--- src/rtl/regfile_pkg.sv ---
// Shared types and sizing helpers for the parametrised register file.
`default_nettype none

package regfile_pkg;

  localparam int DEF_DATA_W = 16;
  localparam int DEF_ADDR_W = 4;

  typedef enum logic [1:0] {
    IDLE  = 2'd0,
    CLEAR = 2'd1,
    DONE  = 2'd2
  } state_e;

  function automatic int depth_of(input int addr_w);
    return 1 << addr_w;
  endfunction

endpackage

`default_nettype wire

--- src/rtl/regfile_clr_fsm.sv ---
// Clear sequencer: walks the row pointer once through the array, then pulses done.
`default_nettype none

module regfile_clr_fsm
  import regfile_pkg::*;
#(
  parameter int ADDR_W = DEF_ADDR_W
) (
  input  logic              clk,
  input  logic              rst,
  input  logic              clr_req,
  output logic              clr_busy,
  output logic              clr_done,
  output logic              row_clr,
  output logic [ADDR_W-1:0] row_idx
);

  state_e            state;
  logic [ADDR_W-1:0] ptr;

  always_ff @(posedge clk or posedge rst) begin
    if (rst) begin
      state <= IDLE;
      ptr   <= '0;
    end else begin
      case (state)
        IDLE: begin
          ptr <= '0;
          if (clr_req) state <= CLEAR;
        end
        CLEAR: begin
          // Hold the pointer on the last row so it never wraps.
          if (ptr == '1) state <= DONE;
          else           ptr   <= ptr + 1'b1;
        end
        DONE: begin
          state <= IDLE;
          ptr   <= '0;
        end
        default: begin
          state <= IDLE;
          ptr   <= '0;
        end
      endcase
    end
  end

  assign clr_busy = (state != IDLE);
  assign clr_done = (state == DONE);
  assign row_clr  = (state == CLEAR);
  assign row_idx  = ptr;

endmodule

`default_nettype wire

--- src/rtl/regfile_seq.sv ---
// Register file with two combinational read ports, one write port, dirty bitmap
// and a sequenced row-by-row clear.
`default_nettype none

module regfile_seq
  import regfile_pkg::*;
#(
  parameter int DATA_W  = DEF_DATA_W,
  parameter int ADDR_W  = DEF_ADDR_W,
  parameter int ZERO_R0 = 0,
  parameter int BYPASS  = 1
) (
  input  logic                 clk,
  input  logic                 rst,
  input  logic                 clr_req,
  output logic                 clr_busy,
  output logic                 clr_done,
  input  logic                 we,
  input  logic [ADDR_W-1:0]    wa,
  input  logic [DATA_W-1:0]    wd,
  output logic                 wr_drop,
  input  logic [ADDR_W-1:0]    ra1,
  input  logic [ADDR_W-1:0]    ra2,
  output logic [DATA_W-1:0]    rd1,
  output logic [DATA_W-1:0]    rd2,
  output logic [2**ADDR_W-1:0] dirty
);

  localparam int DEPTH = depth_of(ADDR_W);

  logic [DATA_W-1:0] mem [DEPTH];
  logic              row_clr;
  logic [ADDR_W-1:0] row_idx;
  logic              r0_block;
  logic              wr_ok;
  logic              drop_nxt;

  regfile_clr_fsm #(.ADDR_W(ADDR_W)) u_clr_fsm (
    .clk      (clk),
    .rst      (rst),
    .clr_req  (clr_req),
    .clr_busy (clr_busy),
    .clr_done (clr_done),
    .row_clr  (row_clr),
    .row_idx  (row_idx)
  );

  // Hardwired-zero writes vanish silently; anything else blocked by a clear is reported.
  assign r0_block = (ZERO_R0 != 0) && (wa == '0);
  assign wr_ok    = we && !clr_busy && !clr_req && !r0_block;
  assign drop_nxt = we && (clr_busy || clr_req) && !r0_block;

  always_ff @(posedge clk or posedge rst) begin
    if (rst) begin
      for (int i = 0; i < DEPTH; i++) mem[i] <= '0;
      dirty   <= '0;
      wr_drop <= 1'b0;
    end else begin
      wr_drop <= drop_nxt;
      if (row_clr) begin
        mem[row_idx]   <= '0;
        dirty[row_idx] <= 1'b0;
      end else if (wr_ok) begin
        mem[wa]   <= wd;
        dirty[wa] <= 1'b1;
      end
    end
  end

  function automatic logic [DATA_W-1:0] read_port(input logic [ADDR_W-1:0] ra);
    if (clr_busy)                          return '0;
    if ((ZERO_R0 != 0) && (ra == '0))      return '0;
    if ((BYPASS != 0) && wr_ok && wa == ra) return wd;
    return mem[ra];
  endfunction

  always_comb begin
    rd1 = read_port(ra1);
    rd2 = read_port(ra2);
  end

endmodule

`default_nettype wire

--- config.mk ---
export PLATFORM = sky130hd
export DESIGN_NAME = regfile_seq
export DESIGN_NICKNAME = d
export VERILOG_FILES = /design/src/rtl/regfile_pkg.sv /design/src/rtl/regfile_clr_fsm.sv /design/src/rtl/regfile_seq.sv
export SDC_FILE = /design/constraint.sdc
export NUM_CORES = 1
export LEC_CHECK = 0
export ABC_AREA = 1
export CORE_MARGIN = 4
export CORE_UTILIZATION = 57
export CTS_BUF_LIST = sky130_fd_sc_hd__clkbuf_4
export DETAILED_ROUTE_END_ITERATION = 10
export GPL_ROUTABILITY_DRIVEN = 1
export MAX_ROUTING_LAYER = met4
export PLACE_DENSITY = 0.76
export SYNTH_ARGS = -nofsm -noshare
export SYNTH_HDL_FRONTEND = slang
export SYNTH_SLANG_ARGS = --single-unit
--- constraint.sdc ---
create_clock -name clk -period 9.2 [get_ports clk]
set_input_delay 1.84 -clock clk [delete_from_list [all_inputs] [get_ports clk]]
set_output_delay 1.84 -clock clk [all_outputs]
set_load 0.01 [all_outputs]
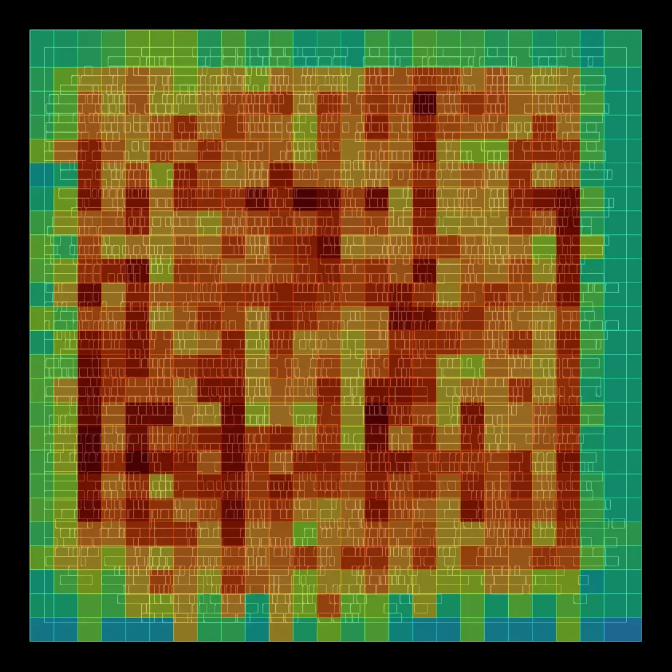
Figure 1: routing congestion.
Overall Global Routing Usage: 38.6%
met2 Use GR: 53.5%

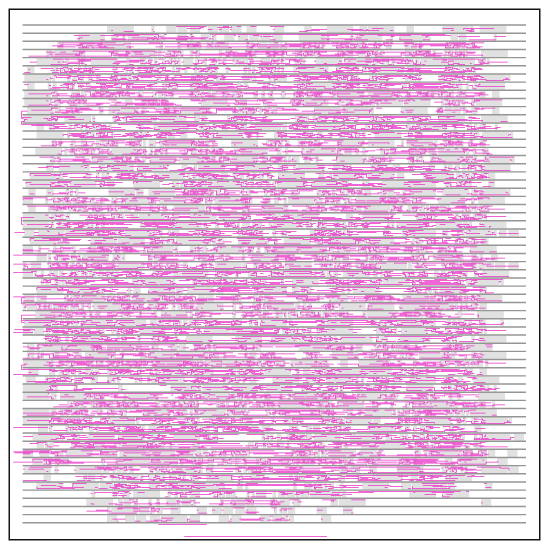
Figure 2: met1 routing.
Scale: 3 px per um. Supply wires on this layer in gray.
The layer holds 37% of the routed length. The layer carries 22.1 mm of wire.
Global Route met1 Usage: 50.3%
total via count in the routed design: 17200
Total Routed Length: 59000 um

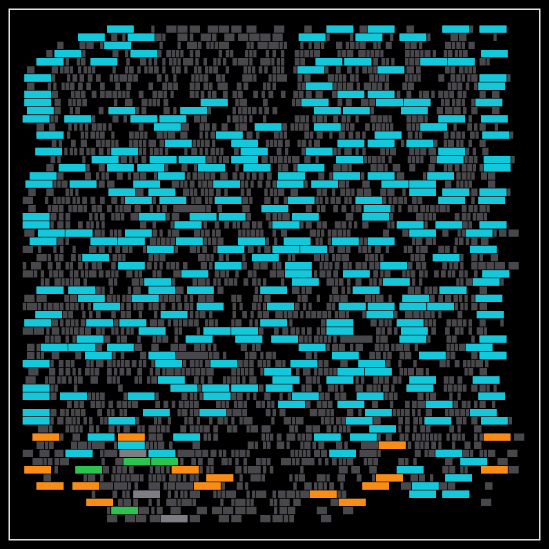
Figure 3: where the registers sit.
Scale: 3 px per um. Other sequential cells in the stronger gray, the rest of the logic in the fainter gray.
Green shows `u_clr_fsm.row_idx`, sequential cells 4, where bottom left. Orange shows `dirty`, sequential cells 16. Cyan shows `mem`, sequential cells 256, where widely spread.
Another 3 sequential cells are not colored.
combined flip-flop and latch cell area: 0.00698 mm^2
final standard cell utilization of the core: 64.4%
register fraction of the total cell area: 38.9%
total sequential power: 1.42 mW

critical path, cell delays in order:
cell and delay (ns):
clkdlybuf4s50_1 0.46, buf_4 0.49, xnor2_1 0.18, nand2_1 0.09, nor2_2 0.58, nand2_1 0.72
nand3_1 0.28, nand2_1 0.10, inv_1 0.06, clkdlybuf4s50_1 0.53
synthesized netlist by cell type (4+ instances only):
| cell type | number | share of area [%] |
|---|---|---|
| clkbuf_1 | 103 | 2.4 |
| buf_2 | 23 | 0.71 |
| clkinv_1 | 16 | 0.37 |
| nor2_1 | 55 | 1.3 |
| nand3_1 | 505 | 16 |
| buf_4 | 9 | 0.42 |
| nand2_1 | 631 | 15 |
| inv_1 | 330 | 7.7 |
| ha_1 | 4 | 0.31 |
| dfrtp_1 | 279 | 43 |
| nand2_2 | 18 | 0.70 |
| o21ai_0 | 30 | 0.93 |
| o21ai_2 | 6 | 0.33 |
| buf_1 | 25 | 0.58 |
| xor2_1 | 5 | 0.27 |
| o22ai_1 | 240 | 9.3 |
final cells by class:
cell class,instances,area (um^2),area share [%]
Sequential cell,279,6980,38.9
Clock buffer,121,908,5.06
Multi-Input combinational cell,1509,7170,40.0
Tap cell,378,473,2.64
Antenna cell,2,5.00,0.0279
Timing Repair Buffer,102,956,5.33
Clock inverter,13,128,0.711
Inverter,349,1320,7.35
through the flow:
step	instance area, um^2	total power, mW	utilization [%]
3_3_place_gp	16900	2.40	60.7
6_report	17900	3.66	64.4
4_1_cts	17900	3.63	64.4
3_5_place_dp	16900	2.43	60.7
2_1_floorplan	16200	2.10	-
5_1_grt	17900	3.83	64.4
per-layer routing:
| metal | GRT usage, % | up-vias |
|---|---|---|
| li1 | - | 7579 |
| met5 | - | - |
| met2 | 53.5 | 1350 |
| met3 | 12.0 | 350 |
| met1 | 50.3 | 7877 |
| met4 | 22.2 | 0 |
worst max-delay path by stage:
stage                       from              endpoint  slack [ns]  depth (start not counted)
final                     ra2[2]               rd2[13]        2.02                         10
after global routing      ra2[2]                rd2[0]        1.93                         10
after CTS                 ra2[2]               rd2[13]        2.13                         10
after detailed placement  ra2[2]               rd2[13]        2.15                         10
after global placement    ra2[2]               rd2[14]        2.23                         10
after floorplan              rst  dirty[0]$_DFFE_PP0P_        3.67                          1
state kept, by name, summed over array words and instances (netlist names):
signal / count
dirty: 16
mem: 256
u_clr_fsm.row_idx: 4
u_clr_fsm.state: 2
wr_drop: 1
cells by family after synthesis:
group	synth area share [%]
buffers and inverters	12.4
xor gates and xnor gates	0.379
DFF	43.2
adders and majority gates	0.310
AOI/OAI and AO/OA	10.9
and+or+nand+nor	32.8
where the power goes:
part / internal, mW / switching (mW)
Sequential: 1.37 / 0.0548
Clock: 0.676 / 0.539
Combinational: 0.314 / 0.711
placed cells by master (no fill, tap or decap), types with 4 or more instances in the layout:
master             n
xor2_1             5
o22ai_1          240
clkinv_1          25
nand2_2           18
ha_1               4
nor2_1            55
clkbuf_4         121
clkdlybuf4s50_1   78
nand2_1          631
nand3_1          505
buf_4             22
o21ai_2            6
inv_2              5
inv_1            326
dfrtp_1          279
o21ai_0           30
==> reports/metrics.json <==
{
  "outcome": "complete, no violations",
  "ant_nets": 0,
  "synth.yosys.num_cells": 2300,
  "clock_path_buffers": 3,
  "grt_setup_unrepaired": "no",
  "post_synth.cell_area_avg_um2": 7.02,
  "final.setup_skew_ns": 0.0505,
  "netlist_instances": 2300,
  "cts_resized": 0,
  "fin_ws_ns": 2.02,
  "postSynthNetCount": 2336,
  "cell_area_power_density_mw_per_mm2": 204,
  "wl_per_cell_um": 21.4,
  "final-hold-violation-count": 0,
  "floorplan.die_area_mm2": 0.0311,
  "final_min_period_over_clock_period_pct": 78.0,
  "drt_pre_antenna_iters": 7,
  "std_cell_rows": 61,
  "critical_path.startpoint_type": "input pin",
  "initial_core_util_pct": 58.0,
  "portBuffers": 82,
  "cts.root.buffer_cell": "clkbuf_4",
  "reg2reg_slack_ns": 5.40,
  "clock_tree.htree_level_count": 3,
  "tritoncts": "built",
  "clock_latency_ns": 0.71,
  "syn2layout_area_growth_pct": 11.0,
  "ys_area_mm2": 0.0162,
  "globalRoute.totalOverflow": 0,
  "wl_met3_um": 8440,
  "edf_count": 0,
  "slew_viol_final": 0,
  "count_of_placed_standard_cells_in_the_final_layout_fillers_left_out": 2753,
  "arrival_ns": 5.34,
  "vias_per_cell": 6.23,
  "tightestPinTransition_ns": 1.27,
  "number_of_antenna_violations_at_the_first_check_in_global_routing": 2,
  "number_of_warning_messages_in_the_yosys_log": 0,
  "via_count_of_the_first_global_routing_pass": 16700,
  "regToRegStartpoint": "u_clr_fsm.state[1]$_DFFE_PP0P_",
  "clk_pin_slew_ns": 0.06,
  "power_leakage_nw": 9.61,
  "met2_length_um": 24900,
  "peakVddDrop_uv": 170,
  "timing.final.setup_violations": 0,
  "timing.final.crit_period_ns": 7.18,
  "maxUsedRoutingLayer": "met4",
  "end_kind": "primary output",
  "synth.cell_area_mm2": 0.0162,
  "final.setup.tns_ns": 0,
  "routabilityCongestion": 0.937,
  "holdBufCountCts": 0,
  "floorplan.die.height_um": 176,
  "maxSlewHeadroom_pct": 15.6,
  "rr_endpoint": "mem[199]$_DFFE_PP0P_",
  "stage_log_warning_count": 29,
  "floorplan.io_pins": 83,
  "final_layout_size_suffix_gt1_share_pct": 7.96,
  "netlist-cell-type-count": 27,
  "required_ns": 7.36,
  "fin_worst_hold_slack_ns": 0.489,
  "cts_setup_buffers": 0,
  "placedCellCount": 2617,
  "numSynthFlops": 279,
  "clock_sinks": 279,
  "numCtsBuffers": 77,
  "hold_start": "mem[134]$_DFFE_PP0P_",
  "crit_type": "in2out",
  "hp-class": "reg2reg",
  "grt_max_degree": 100,
  "achievable-frequency_mhz": 139,
  "hold_path_end": "mem[134]$_DFFE_PP0P_",
  "reported_max_cap_violation_count": 0,
  "fillcell_total": 2483,
  "wl_met1_um": 22100,
  "die_w_um": 176,
  "instance_count_along_the_most_critical_hold_path": 2,
  "synth_seq_share_pct": 43.2,
  "ys_dominant_reg_cell": "dfrtp_1",
  "path_max_fanout": 34,
  "finish.net_count": 2354
}
Power figures rest on the tool's default switching activity, not on a simulated workload.
